File: src/rtl/uart_cmd_pkg.sv
// rtl/uart_cmd_pkg.sv - shared constants and FSM encoding for the UART command sequencer
package uart_cmd_pkg;

  // Control bytes recognised in the incoming character stream
  localparam logic [7:0] ESC_BYTE   = 8'h1B;
  localparam logic [7:0] R_BYTE     = 8'h52;
  localparam logic [7:0] C_BYTE     = 8'h43;
  localparam logic [7:0] K_BYTE     = 8'h4B;
  localparam logic [7:0] SPACE_BYTE = 8'h20;

  // Display geometry after reset
  localparam logic [7:0] DEFAULT_ROWS = 8'h80;
  localparam logic [7:0] DEFAULT_COLS = 8'hA0;

  typedef enum logic [2:0] {
    ST_IDLE,
    ST_ESC,
    ST_ARG_R,
    ST_ARG_C,
    ST_CLEAR
  } state_t;

endpackage

File: src/rtl/cmd_fifo.sv
// rtl/cmd_fifo.sv - small synchronous byte FIFO buffering received UART characters
module cmd_fifo #(
  parameter int DEPTH = 4,
  parameter int WIDTH = 8
) (
  input  logic             clk_i,
  input  logic             reset_i,
  input  logic             wr_en_i,
  input  logic [WIDTH-1:0] wr_data_i,
  input  logic             rd_en_i,
  output logic [WIDTH-1:0] rd_data_o,
  output logic             full_o,
  output logic             empty_o
);

  localparam int AW = $clog2(DEPTH);

  logic [WIDTH-1:0] mem_q [DEPTH];
  logic [AW-1:0]    wr_ptr_q;
  logic [AW-1:0]    rd_ptr_q;
  logic [AW:0]      count_q;
  logic             do_rd;
  logic             do_wr;

  // A write into a full FIFO is still taken when the head leaves in the same cycle
  assign do_rd     = rd_en_i && !empty_o;
  assign do_wr     = wr_en_i && (!full_o || do_rd);
  assign empty_o   = (count_q == '0);
  assign full_o    = (count_q == (AW+1)'(DEPTH));
  assign rd_data_o = mem_q[rd_ptr_q];

  // Storage array; contents are don't-care until written
  always_ff @(posedge clk_i) begin
    if (do_wr) begin
      mem_q[wr_ptr_q] <= wr_data_i;
    end
  end

  // Pointer and occupancy tracking; pointers wrap naturally since DEPTH is a power of two
  always_ff @(posedge clk_i or posedge reset_i) begin
    if (reset_i) begin
      wr_ptr_q <= '0;
      rd_ptr_q <= '0;
      count_q  <= '0;
    end else begin
      if (do_wr) wr_ptr_q <= wr_ptr_q + 1'b1;
      if (do_rd) rd_ptr_q <= rd_ptr_q + 1'b1;
      case ({do_wr, do_rd})
        2'b10:   count_q <= count_q + 1'b1;
        2'b01:   count_q <= count_q - 1'b1;
        default: count_q <= count_q;
      endcase
    end
  end

endmodule

File: src/rtl/uart_cmd_sequencer.sv
// rtl/uart_cmd_sequencer.sv - forwards UART characters and decodes ESC geometry/clear commands
module uart_cmd_sequencer
  import uart_cmd_pkg::*;
#(
  parameter int         FIFO_DEPTH = 4,
  parameter logic [7:0] DEF_ROWS   = DEFAULT_ROWS,
  parameter logic [7:0] DEF_COLS   = DEFAULT_COLS
) (
  input  logic       CLK_50MHz,
  input  logic       reset,
  input  logic [7:0] rx_data,
  input  logic       rx_en,
  input  logic       out_ready,
  output logic [7:0] out_data,
  output logic       out_en,
  output logic [7:0] max_rows,
  output logic [7:0] max_columns,
  output logic       row_column_update,
  output logic       overflow,
  output logic       busy
);

  state_t      state_q;
  logic [7:0]  out_data_q;
  logic        out_en_q;
  logic [7:0]  rows_q;
  logic [7:0]  cols_q;
  logic        update_q;
  logic        overflow_q;
  logic [15:0] clr_cnt_q;

  logic        fifo_full;
  logic        fifo_empty;
  logic [7:0]  fifo_byte;
  logic        pop;

  // The FIFO is frozen while a clear is streaming spaces so buffered text follows the clear
  assign pop = !fifo_empty && (state_q != ST_CLEAR) && out_ready;

  cmd_fifo #(
    .DEPTH(FIFO_DEPTH),
    .WIDTH(8)
  ) u_fifo (
    .clk_i    (CLK_50MHz),
    .reset_i  (reset),
    .wr_en_i  (rx_en),
    .wr_data_i(rx_data),
    .rd_en_i  (pop),
    .rd_data_o(fifo_byte),
    .full_o   (fifo_full),
    .empty_o  (fifo_empty)
  );

  // Sticky record of any byte lost because the FIFO had no room
  always_ff @(posedge CLK_50MHz or posedge reset) begin
    if (reset) begin
      overflow_q <= 1'b0;
    end else if (rx_en && fifo_full && !pop) begin
      overflow_q <= 1'b1;
    end
  end

  // Command decoder: consumes one popped byte per cycle or emits one clear space
  always_ff @(posedge CLK_50MHz or posedge reset) begin
    if (reset) begin
      state_q    <= ST_IDLE;
      out_data_q <= 8'h00;
      out_en_q   <= 1'b0;
      rows_q     <= DEF_ROWS;
      cols_q     <= DEF_COLS;
      update_q   <= 1'b0;
      clr_cnt_q  <= 16'd0;
    end else begin
      out_en_q <= 1'b0;
      update_q <= 1'b0;
      if (state_q == ST_CLEAR) begin
        if (clr_cnt_q == 16'd0) begin
          state_q <= ST_IDLE;
        end else if (out_ready) begin
          out_en_q   <= 1'b1;
          out_data_q <= SPACE_BYTE;
          clr_cnt_q  <= clr_cnt_q - 16'd1;
          if (clr_cnt_q == 16'd1) state_q <= ST_IDLE;
        end
      end else if (pop) begin
        case (state_q)
          ST_IDLE: begin
            if (fifo_byte == ESC_BYTE) begin
              state_q <= ST_ESC;
            end else begin
              out_en_q   <= 1'b1;
              out_data_q <= fifo_byte;
            end
          end
          ST_ESC: begin
            case (fifo_byte)
              R_BYTE: state_q <= ST_ARG_R;
              C_BYTE: state_q <= ST_ARG_C;
              K_BYTE: begin
                state_q   <= ST_CLEAR;
                clr_cnt_q <= 16'(rows_q) * 16'(cols_q);
              end
              ESC_BYTE: begin
                out_en_q   <= 1'b1;
                out_data_q <= ESC_BYTE;
                state_q    <= ST_IDLE;
              end
              default: state_q <= ST_IDLE;
            endcase
          end
          ST_ARG_R: begin
            if (fifo_byte != 8'h00) begin
              rows_q   <= fifo_byte;
              update_q <= 1'b1;
            end
            state_q <= ST_IDLE;
          end
          ST_ARG_C: begin
            if (fifo_byte != 8'h00) begin
              cols_q   <= fifo_byte;
              update_q <= 1'b1;
            end
            state_q <= ST_IDLE;
          end
          default: state_q <= ST_IDLE;
        endcase
      end
    end
  end

  assign out_data          = out_data_q;
  assign out_en            = out_en_q;
  assign max_rows          = rows_q;
  assign max_columns       = cols_q;
  assign row_column_update = update_q;
  assign overflow          = overflow_q;
  assign busy              = !fifo_empty || (state_q != ST_IDLE);

endmodule

File: config.mk
export PLATFORM = sky130hd
export DESIGN_NAME = uart_cmd_sequencer
export DESIGN_NICKNAME = d
export VERILOG_FILES = /design/src/rtl/uart_cmd_pkg.sv /design/src/rtl/cmd_fifo.sv /design/src/rtl/uart_cmd_sequencer.sv
export SDC_FILE = /design/constraint.sdc
export NUM_CORES = 1
export LEC_CHECK = 0
export CORE_UTILIZATION = 40
export DETAILED_ROUTE_END_ITERATION = 8
export PLACE_DENSITY = 0.55
export SYNTH_ARGS = -nofsm -noshare
export SYNTH_HDL_FRONTEND = slang
export SYNTH_SLANG_ARGS = --single-unit
File: constraint.sdc
create_clock -name CLK_50MHz -period 5 [get_ports CLK_50MHz]
set_clock_uncertainty 0.1 [all_clocks]
set_input_delay 0.75 -clock CLK_50MHz [delete_from_list [all_inputs] [get_ports CLK_50MHz]]
set_output_delay 0.75 -clock CLK_50MHz [all_outputs]
set_load 0.1 [all_outputs]
Fig. 1: nets reached from selected ports
(2 px per um)
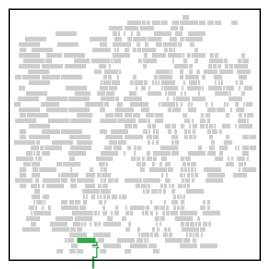
out_en: shown in green, direction output, end cells 1, wire 13.3 um.

Fig. 2: ports around the boundary
(4 px per um) Pins as bars across the die edge, other pins in grey.
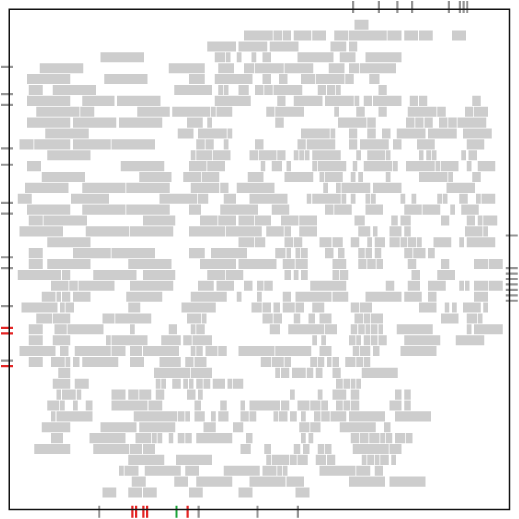
out_en: shown in green, pins 1, direction output, edge bottom. out_data: shown in red, pins 8, direction output, edge 5 bottom, 3 left.
All pins by edge: 14 left, 10 bottom, 8 right, 8 top.

Fig. 3: cells by drive strength
(4 px per um)
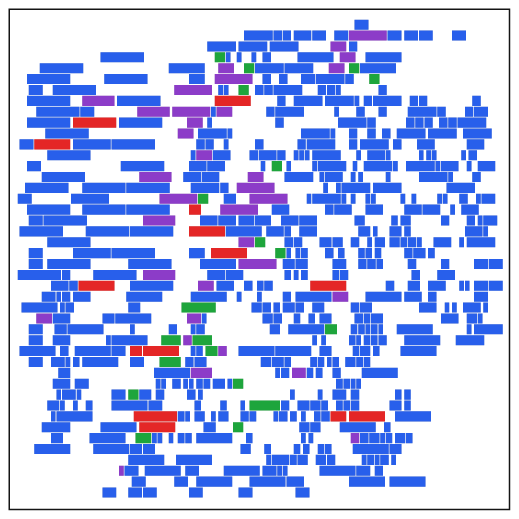
_2 cells: shown in purple, cells 34. _0 and _1 cells: shown in blue, cells 537. _3 and _4 cells: shown in green, cells 20. _6 and larger: shown in red, cells 14.
worst setup slack after layout: 0.319 ns
nonclk buf count: 50
P&R area growth vs syn: 16.7%
area of all placed cells without fillers: 7030 sq um

Fig. 4: placement view
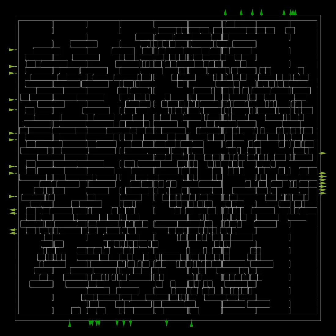
share of the final layout cell area in sequential cells: 32.7%
non-filler cells, final: 789
Well Taps: 184
Final Util: 48.2%

Fig. 5: wiring by layer
(4 px per um) Only two layers are drawn.
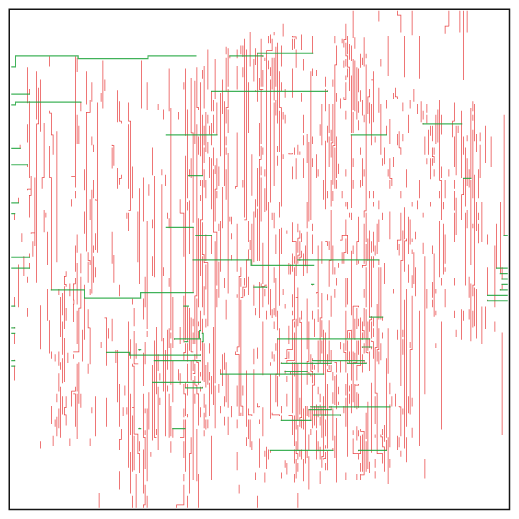
metal 3: shown in green, wire length 523 um. metal 2: shown in red, wire length 6990 um.

## metal layers
| metal | part of all wire [%] | vias up | routed length, um |
|---|---|---|---|
| li1 | - | 2038 | - |
| met1 | 47 | 2257 | 6760 |
| met3 | 3.6 | 14 | 523 |
| met4 | 1.3 | 0 | 192 |
| met5 | 0 | - | 0 |
| met2 | 48 | 102 | 6990 |
## cells by family after synthesis
family | count (synthesis) | synth area share, %
AOI/OAI and AO/OA | 98 | 11.1
xor gates and xnor gates | 13 | 1.89
adders and majority gates | 80 | 21.2
buffers and inverters | 68 | 4.40
DFF | 85 | 38.0
muxes | 28 | 6.94
and+or+nand+nor | 174 | 16.4
## critical path: stages, from the launching register on
cell                       delay (ns)
sky130_fd_sc_hd__dfrtp_2         0.50
sky130_fd_sc_hd__and2_1          0.22
sky130_fd_sc_hd__fa_1            0.50
sky130_fd_sc_hd__fa_1            0.52
sky130_fd_sc_hd__fa_1            0.54
sky130_fd_sc_hd__inv_1           0.05
sky130_fd_sc_hd__fa_1            0.52
sky130_fd_sc_hd__inv_1           0.04
sky130_fd_sc_hd__ha_1            0.35
sky130_fd_sc_hd__o211ai_1        0.11
sky130_fd_sc_hd__a21oi_1         0.11
sky130_fd_sc_hd__o311ai_1        0.50
sky130_fd_sc_hd__a211o_1         0.20
sky130_fd_sc_hd__nand3_1         0.07
sky130_fd_sc_hd__a22o_1          0.23
## power groups by stage
stage                     Combinational [mW]  Clock [mW]  Sequential (mW)
after floorplan                        0.859           0             1.47
after global placement                  1.77           0             1.04
after detailed placement                1.78           0             1.05
after CTS                               1.79       0.761             1.04
after global routing                    1.92       0.790             1.06
final                                   1.77       0.747             1.03
## timing repair
item | in CTS | in global routing
hold endpoints to repair | 0 | 0
endpoints found under the setup margin | 0 | 2
gates resized | 0 | 1
hold buffers | 0 | 0
==> flow_metrics.py <==
# Metrics from the implementation run
metrics = {
    "global_routing": {
        "antenna_violations_before_repair": 0,
        "vias_in_the_first_global_route": 4501,
        "grt_remaining_overflow": 0,
        "grt_start_max_net_pins": 35,
        "grt_busiest_layer": "met2",
        "grt_first_pass_wirelength_um": 23700,
        "groute.layer.met2.usage_pct": 32.3,
    },
    "place": {
        "dp.cells": 773,
        "routabilityCongestion": 0.847,
        "placement.io_buffers": 39,
        "dp_slack_ns": 0.154,
    },
    "die": {
        "die.size.y_um": 125,
        "core_area_sq_um": 14600,
        "fp.dieArea_sq_um": 15600,
        "num_io_pins": 40,
    },
    "sta": {
        "achievable_clock_frequency_mhz": 214,
        "timing.final.hold_violations": 0,
        "rsz0062_at_grt": "no",
        "min_period_ns": 4.68,
        "layout_worst_path_cycle_share_pct": 93.6,
        "worst_slew_margin_rel_pct": 31.4,
    },
    "setup_path": {
        "crit_required_ns": 5.14,
        "kind_of_start_point_of_the_critical_path": "flip-flop",
        "critical_path.endpoint": "clr_cnt_q[13]",
        "critical_path.reg2reg.startpoint": "max_rows[1]",
        "setup.reg_to_reg.worst_slack_ns": 0.32,
        "crit_fanout": 10,
        "regToRegEndpoint": "clr_cnt_q[13]",
    },
    "finish": {
        "largest_register_ff_count": 32,
        "sequential_cell_area_sq_um": 2300,
        "layout.cells.most_common": "sky130_fd_sc_hd__inv_1",
        "comb_share_pct": 49.3,
        "design.final.nets": 692,
        "n_multi_input_combinational_cell": 393,
        "clock_network_area_share_pct": 4.70,
        "nFillCells": 1335,
        "largest_registers_ranked_by_flip_flop_count": "u_fifo.mem_q (32), clr_cnt_q (16)",
    },
    "pwr": {
        "comb_power_share_pct": 49.9,
        "pwr_density_nw_per_um2": 505,
        "p_int_mw": 1.92,
        "worst_ir_drop_vdd_uv": 417,
        "share_seq_of_total_power_pct": 29.1,
    },
    "logic_synthesis": {
        "enable_flop_cells": 32,
        "ys_cells": 546,
        "yosysUniqueCellTypes": 67,
        "synthDominantCellAreaShare_pct": 20.8,
        "synth_nets": 638,
        "ys_top_cells_by_count": "60 x sky130_fd_sc_hd__inv_1, 55 x sky130_fd_sc_hd__and2_1, 50 x sky130_fd_sc_hd__dfrtp_1",
        "synth_warnings": 0,
        "yosys_register_bits": 85,
        "yosys.stat.seqShare_pct": 38.0,
        "synth-area-yosys_sq_um": 6020,
        "netlist_top_cells_area": "sky130_fd_sc_hd__dfrtp_1 21%, sky130_fd_sc_hd__edfxtp_1 16%, sky130_fd_sc_hd__fa_1 12%, sky130_fd_sc_hd__ha_1 8.9%, sky130_fd_sc_hd__and2_1 5.7%",
    },
    "min_path": {
        "hold-path-endpoint": "overflow",
        "hold_depth": 1,
    },
    "clock_tree": {
        "clock_path_buffers": 2,
        "clock_sinks": 85,
        "clk-insertion-delay-late_ns": 0.35,
    },
    "route": {
        "via_per_inst": 5.59,
        "drt_drc_violations_left": 0,
        "routedWlPerCell_um": 18.3,
        "detail_route.wirelength_um": 14500,
    },
    "run": {
        "tool_warnings": 30,
    },
    "run_status": {
        "status": "completed",
    },
}
Power figures rest on the tool's default switching activity, not on a simulated workload.
